placement.png
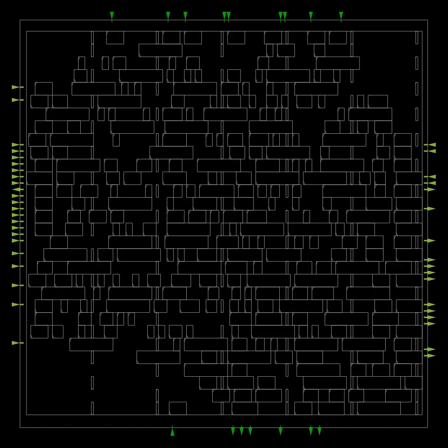
flops_by_reg.png
Drawn at 4 px/um. Other sequential cells in the stronger grey, the rest of the logic in the fainter grey.
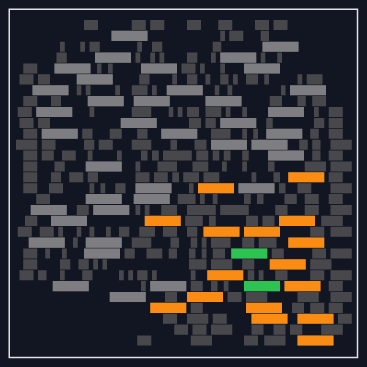
<file path="config.mk">
export PLATFORM = sky130hd
export DESIGN_NAME = nibble_serial_addsub_flat
export DESIGN_NICKNAME = d
export VERILOG_FILES = /design/src/rtl/nibble_serial_addsub_if.sv /design/src/rtl/nibble_serial_addsub.sv /design/src/flat_wrapper.sv
export SDC_FILE = /design/constraint.sdc
export NUM_CORES = 1
export LEC_CHECK = 0
export CAP_MARGIN = 40
export CELL_PAD_IN_SITES_DETAIL_PLACEMENT = 1
export CELL_PAD_IN_SITES_GLOBAL_PLACEMENT = 2
export CORE_MARGIN = 1
export CORE_UTILIZATION = 34
export DETAILED_ROUTE_END_ITERATION = 8
export GPL_ROUTABILITY_DRIVEN = 0
export GPL_TIMING_DRIVEN = 0
export PLACE_DENSITY = 0.83
export SLEW_MARGIN = 20
export SYNTH_ARGS = -nofsm -noshare
export SYNTH_HDL_FRONTEND = slang
export SYNTH_SLANG_ARGS = --single-unit
</file>
<file path="constraint.sdc">
create_clock -name clk -period 4.3 [get_ports clk]
set_input_delay 0.86 -clock clk [delete_from_list [all_inputs] [get_ports clk]]
set_output_delay 0.86 -clock clk [all_outputs]
set_load 0.1 [all_outputs]
</file>
<file path="src/rtl/nibble_serial_addsub_if.sv">
// Operand/result bundle for the nibble-serial add/sub unit.
// master drives the request side; slave (the adder) drives status and results.
interface nibble_serial_addsub_if #(
   parameter int NIBBLES = 4
);
   localparam int WIDTH = 4 * NIBBLES;

   logic             start;
   logic             sub;
   logic [WIDTH-1:0] a;
   logic [WIDTH-1:0] b;
   logic             busy;
   logic             done;
   logic [WIDTH-1:0] result;
   logic             cout;
   logic             ovf;

   modport master (
      output start, sub, a, b,
      input  busy, done, result, cout, ovf
   );

   modport slave (
      input  start, sub, a, b,
      output busy, done, result, cout, ovf
   );
endinterface

</file>
<file path="src/rtl/nibble_serial_addsub.sv">
// Nibble-serial WIDTH-bit adder/subtractor, one 4-bit nibble per clock, LSB first.
// Optional signed saturation of the result on overflow: define NIBBLE_ADDSUB_SAT_EN.
//
// state | meaning
// IDLE  | waiting for start, outputs hold last result
// RUN   | one nibble processed per cycle, busy=1
// FIN   | done pulse, results final, start may be accepted again
module nibble_serial_addsub #(
   parameter int NIBBLES = 4
) (
   input  logic                   clk,
   input  logic                   rst,
   nibble_serial_addsub_if.slave  bus
);
   localparam int WIDTH = 4 * NIBBLES;
   localparam int CW    = $clog2(NIBBLES);
   localparam logic [CW-1:0] LAST_CNT = CW'(NIBBLES - 1);

   typedef enum logic [1:0] {
      IDLE = 2'd0,
      RUN  = 2'd1,
      FIN  = 2'd2
   } state_t;

   state_t           state;
   state_t           state_nx;
   logic [CW-1:0]    cnt;
   logic             carry;
   logic             sub_r;
   logic [WIDTH-1:0] a_sh;
   logic [WIDTH-1:0] b_sh;
   logic [WIDTH-1:0] result_r;
   logic             cout_r;
   logic             ovf_r;

   logic             load;
   logic             step;
   logic             last;
   logic [3:0]       bx;
   logic [4:0]       nib;
   logic [3:0]       low3;
   logic             ovf_nx;
   logic [WIDTH-1:0] shifted;
   logic [WIDTH-1:0] result_nx;

   always_ff @(posedge clk or posedge rst) begin
      if (rst) begin
         state <= IDLE;
      end else begin
         state <= state_nx;
      end
   end

   always_comb begin
      state_nx = state;
      load     = 1'b0;
      step     = 1'b0;
      last     = 1'b0;
      case (state)
         IDLE: begin
            if (bus.start) begin
               load     = 1'b1;
               state_nx = RUN;
            end
         end
         RUN: begin
            step = 1'b1;
            if (cnt == LAST_CNT) begin
               last     = 1'b1;
               state_nx = FIN;
            end
         end
         FIN: begin
            if (bus.start) begin
               load     = 1'b1;
               state_nx = RUN;
            end else begin
               state_nx = IDLE;
            end
         end
         default: state_nx = IDLE;
      endcase
   end

   // Subtract is a + ~b + 1: invert b per nibble, initial carry = sub.
   always_comb begin
      bx      = b_sh[3:0] ^ {4{sub_r}};
      nib     = {1'b0, a_sh[3:0]} + {1'b0, bx} + {4'd0, carry};
      low3    = {1'b0, a_sh[2:0]} + {1'b0, bx[2:0]} + {3'd0, carry};
      ovf_nx  = low3[3] ^ nib[4];
      shifted = {nib[3:0], result_r[WIDTH-1:4]};
`ifdef NIBBLE_ADDSUB_SAT_EN
      // On overflow both operands share a sign; a's MSB picks the clamp direction.
      if (last && ovf_nx) begin
         result_nx = a_sh[3] ? {1'b1, {(WIDTH-1){1'b0}}} : {1'b0, {(WIDTH-1){1'b1}}};
      end else begin
         result_nx = shifted;
      end
`else
      result_nx = shifted;
`endif
   end

   always_ff @(posedge clk or posedge rst) begin
      if (rst) begin
         cnt      <= '0;
         carry    <= 1'b0;
         sub_r    <= 1'b0;
         a_sh     <= '0;
         b_sh     <= '0;
         result_r <= '0;
         cout_r   <= 1'b0;
         ovf_r    <= 1'b0;
      end else if (load) begin
         cnt      <= '0;
         carry    <= bus.sub;
         sub_r    <= bus.sub;
         a_sh     <= bus.a;
         b_sh     <= bus.b;
         result_r <= '0;
         cout_r   <= 1'b0;
         ovf_r    <= 1'b0;
      end else if (step) begin
         cnt      <= cnt + 1'b1;
         carry    <= nib[4];
         a_sh     <= a_sh >> 4;
         b_sh     <= b_sh >> 4;
         result_r <= result_nx;
         if (last) begin
            cout_r <= nib[4];
            ovf_r  <= ovf_nx;
         end
      end
   end

   assign bus.busy   = (state == RUN);
   assign bus.done   = (state == FIN);
   assign bus.result = result_r;
   assign bus.cout   = cout_r;
   assign bus.ovf    = ovf_r;
endmodule

</file>
<file path="src/flat_wrapper.sv">
// flat-port wrapper written by rule: the top's interface ports become plain ports
module nibble_serial_addsub_flat 
#(
   parameter int NIBBLES = 4
)
  (clk, rst, bus_start, bus_sub, bus_a, bus_b, bus_busy, bus_done, bus_result, bus_cout, bus_ovf);
  nibble_serial_addsub_if #(.NIBBLES(NIBBLES)) bus_i ();
  input  logic clk;
  input  logic rst;
  input wire logic [$bits(bus_i.start)-1:0] bus_start;
  input wire logic [$bits(bus_i.sub)-1:0] bus_sub;
  input wire logic [$bits(bus_i.a)-1:0] bus_a;
  input wire logic [$bits(bus_i.b)-1:0] bus_b;
  output wire logic [$bits(bus_i.busy)-1:0] bus_busy;
  output wire logic [$bits(bus_i.done)-1:0] bus_done;
  output wire logic [$bits(bus_i.result)-1:0] bus_result;
  output wire logic [$bits(bus_i.cout)-1:0] bus_cout;
  output wire logic [$bits(bus_i.ovf)-1:0] bus_ovf;
  assign bus_i.start = bus_start;
  assign bus_i.sub = bus_sub;
  assign bus_i.a = bus_a;
  assign bus_i.b = bus_b;
  assign bus_busy = bus_i.busy;
  assign bus_done = bus_i.done;
  assign bus_result = bus_i.result;
  assign bus_cout = bus_i.cout;
  assign bus_ovf = bus_i.ovf;
  nibble_serial_addsub #(.NIBBLES(NIBBLES)) u_core (.clk(clk), .rst(rst), .bus(bus_i));
endmodule
</file>
==> Slide: Implementation Results <==
Implementation Results

Status
  – Status: complete, no violations

Critical path
  – FF-to-FF End: u_core.bus.ovf
  – Worst Reg-to-Reg Cells: 9
  – FF-to-FF Start: u_core.sub_r
  – Worst path max stage delay: 0.56 ns
  – CP bufs+invs: 5
  – Arrival time worst endpoint: 2.10 ns
  – Cell Chain, Critical Path: nand2b_1, buf_6, inv_8, buf_2, clkdlybuf4s50_1, buf_8
  – CP max FO: 10
  – Critical path class: flop to output port
  – Cell count along the critical path: 6
  – CP Launch Type: flop
  – Setup crit start: u_core.state[1]
  – CP Capture Type: output port
  – FF-to-FF setup slack: 1.87 ns
  – Critical Path Sink: bus_busy

Floorplanning
  – Initial Util: 35.5%
  – Well Taps: 96
  – Die W: 86.7 um

Global route
  – Largest net degree at the start of global routing: about 57
  – Met3 usage: 4.00%
  – GRT busiest layer: met2
  – Gr usage total: between 10% and 20%
  – Grt total ovfl: 0
  – Met1 usage: about a quarter

Synthesis
  – Distinct lib cells used: 26
  – Area leader, netlist: dfrtp_1
  – Syn avg cell area: approximately 11 um2
  – Mapped cell area: 2440 um2
  – Yosys chip area: between 2000 and 2500 um2
  – Commonest cells post-synth: 56 x dfrtp_1, 53 x nand2_1, 22 x a22o_1
  – Ys cells: 218
  – Most common cell in the netlist: dfrtp_1
  – Asr flop ratio synth: 100%
  – YS warnings: 0
  – Top cell area share: 57.4%
  – Ys flop type: dfrtp_1
  – Mapped Nets: about 260

Cells and area
  – Multi-In Gates: between 100 and 150
  – Logic inverters: 6
  – Fin cells: 397
  – Most frequent logic cell in the layout: dfrtp_1
  – Layout Nets: 342
  – Clkbuf count: 6
  – Most instantiated logic cells after routing: 56 x dfrtp_1, 55 x clkdlybuf4s50_1, 53 x nand2_1
  – P&R area growth vs syn: 43.9%
  – Non-clk buf share: 27.8%
  – Clock network contribution to total cell area: 2.78%
  – Non-CTS buffers: 90
  – Final instance area: ~3500 um2

STA
  – Final Hold Fails: 0
  – Fin Hold WS: around 0.49 ns
  – Fmax achieved: 338 MHz
  – RSZ-0062 raised after global routing: no
  – Least-Margin Pin Slew: 0.705 ns
  – Final setup viols: 0
  – TNS Setup: 0 ns
  – Fin crit period: 2.96 ns
  – Fin crit share: 68.9%
  – Final Skew: 0.0104 ns
  – Final Max Slew Viols: 0

Route
  – Avg Vias per Cell: 4.91
  – Vias after detailed routing: roughly 1.9k
  – 1st-iter DRT viols: 87
  – Wire per inst: 16.2 um
  – Uppermost layer routed: met4
  – ANT nets after route: 0
  – Final WL: between 6 and 7 mm
  – M1 WL: 3.09 mm

Place
  – DP Area: 3410 um2
  – Placed Cells: 389
  – HPWL Detailed: ~4.7 mm

CTS
  – Worst-path clk slew: 0.10 ns
  – Inserted Clock Buffers: 5
  – Worst-case clock buffer depth: 2
  – Clk_lat worst skew: a little over 0.3 ns
  – Post-CTS Resized: 0
  – Root buffer cell: clkbuf_8

Worst hold path
  – WHS Endpoint: u_core.a_sh[11]
  – Hold Path Class: flop to flop

Job
  – OpenROAD warnings: 26
-- placement.png (at the start) --
FILL cells: 742
row count: 30
core footprint: 6870 um2
Seq Cell Count: 56
flop share of the area: 39.9%

-- flops_by_reg.png (at the start) --
legend:
  u_core.bus.result:
    colour: orange
    placed_flops: 16
  u_core.cnt:
    colour: green
    placed_flops: 2
storage element area: 1400 um2
final core utilization: 51.1%

flip-flops by register name, summed over array words and instances, names as in the netlist:
name               cells
u_core.sub_r           1
u_core.bus.ovf         1
u_core.carry           1
u_core.bus.result     16
u_core.a_sh           16
u_core.bus.cout        1
u_core.b_sh           16
u_core.cnt             2
u_core.state           2
cells by family after synthesis:
kind of cell	synth area share, %
compound gates	17.9
fa+ha+maj	3.69
simple gates	12.4
buf+inv	6.41
xor+xnor	2.15
flops	57.4
per-stage QoR:
step	util (%)	setup WS [ns]
finish	51.1	1.34
global route	51.1	1.26
CTS	51.1	1.33
detailed placement	49.7	1.69
global placement	45.3	0.965
floorplan	-	1.71
tightest hold or removal path: cells and delay by family, from the launching register on:
family        cells  cell delay (ns)
simple gates      2             0.10
flops             1             0.35
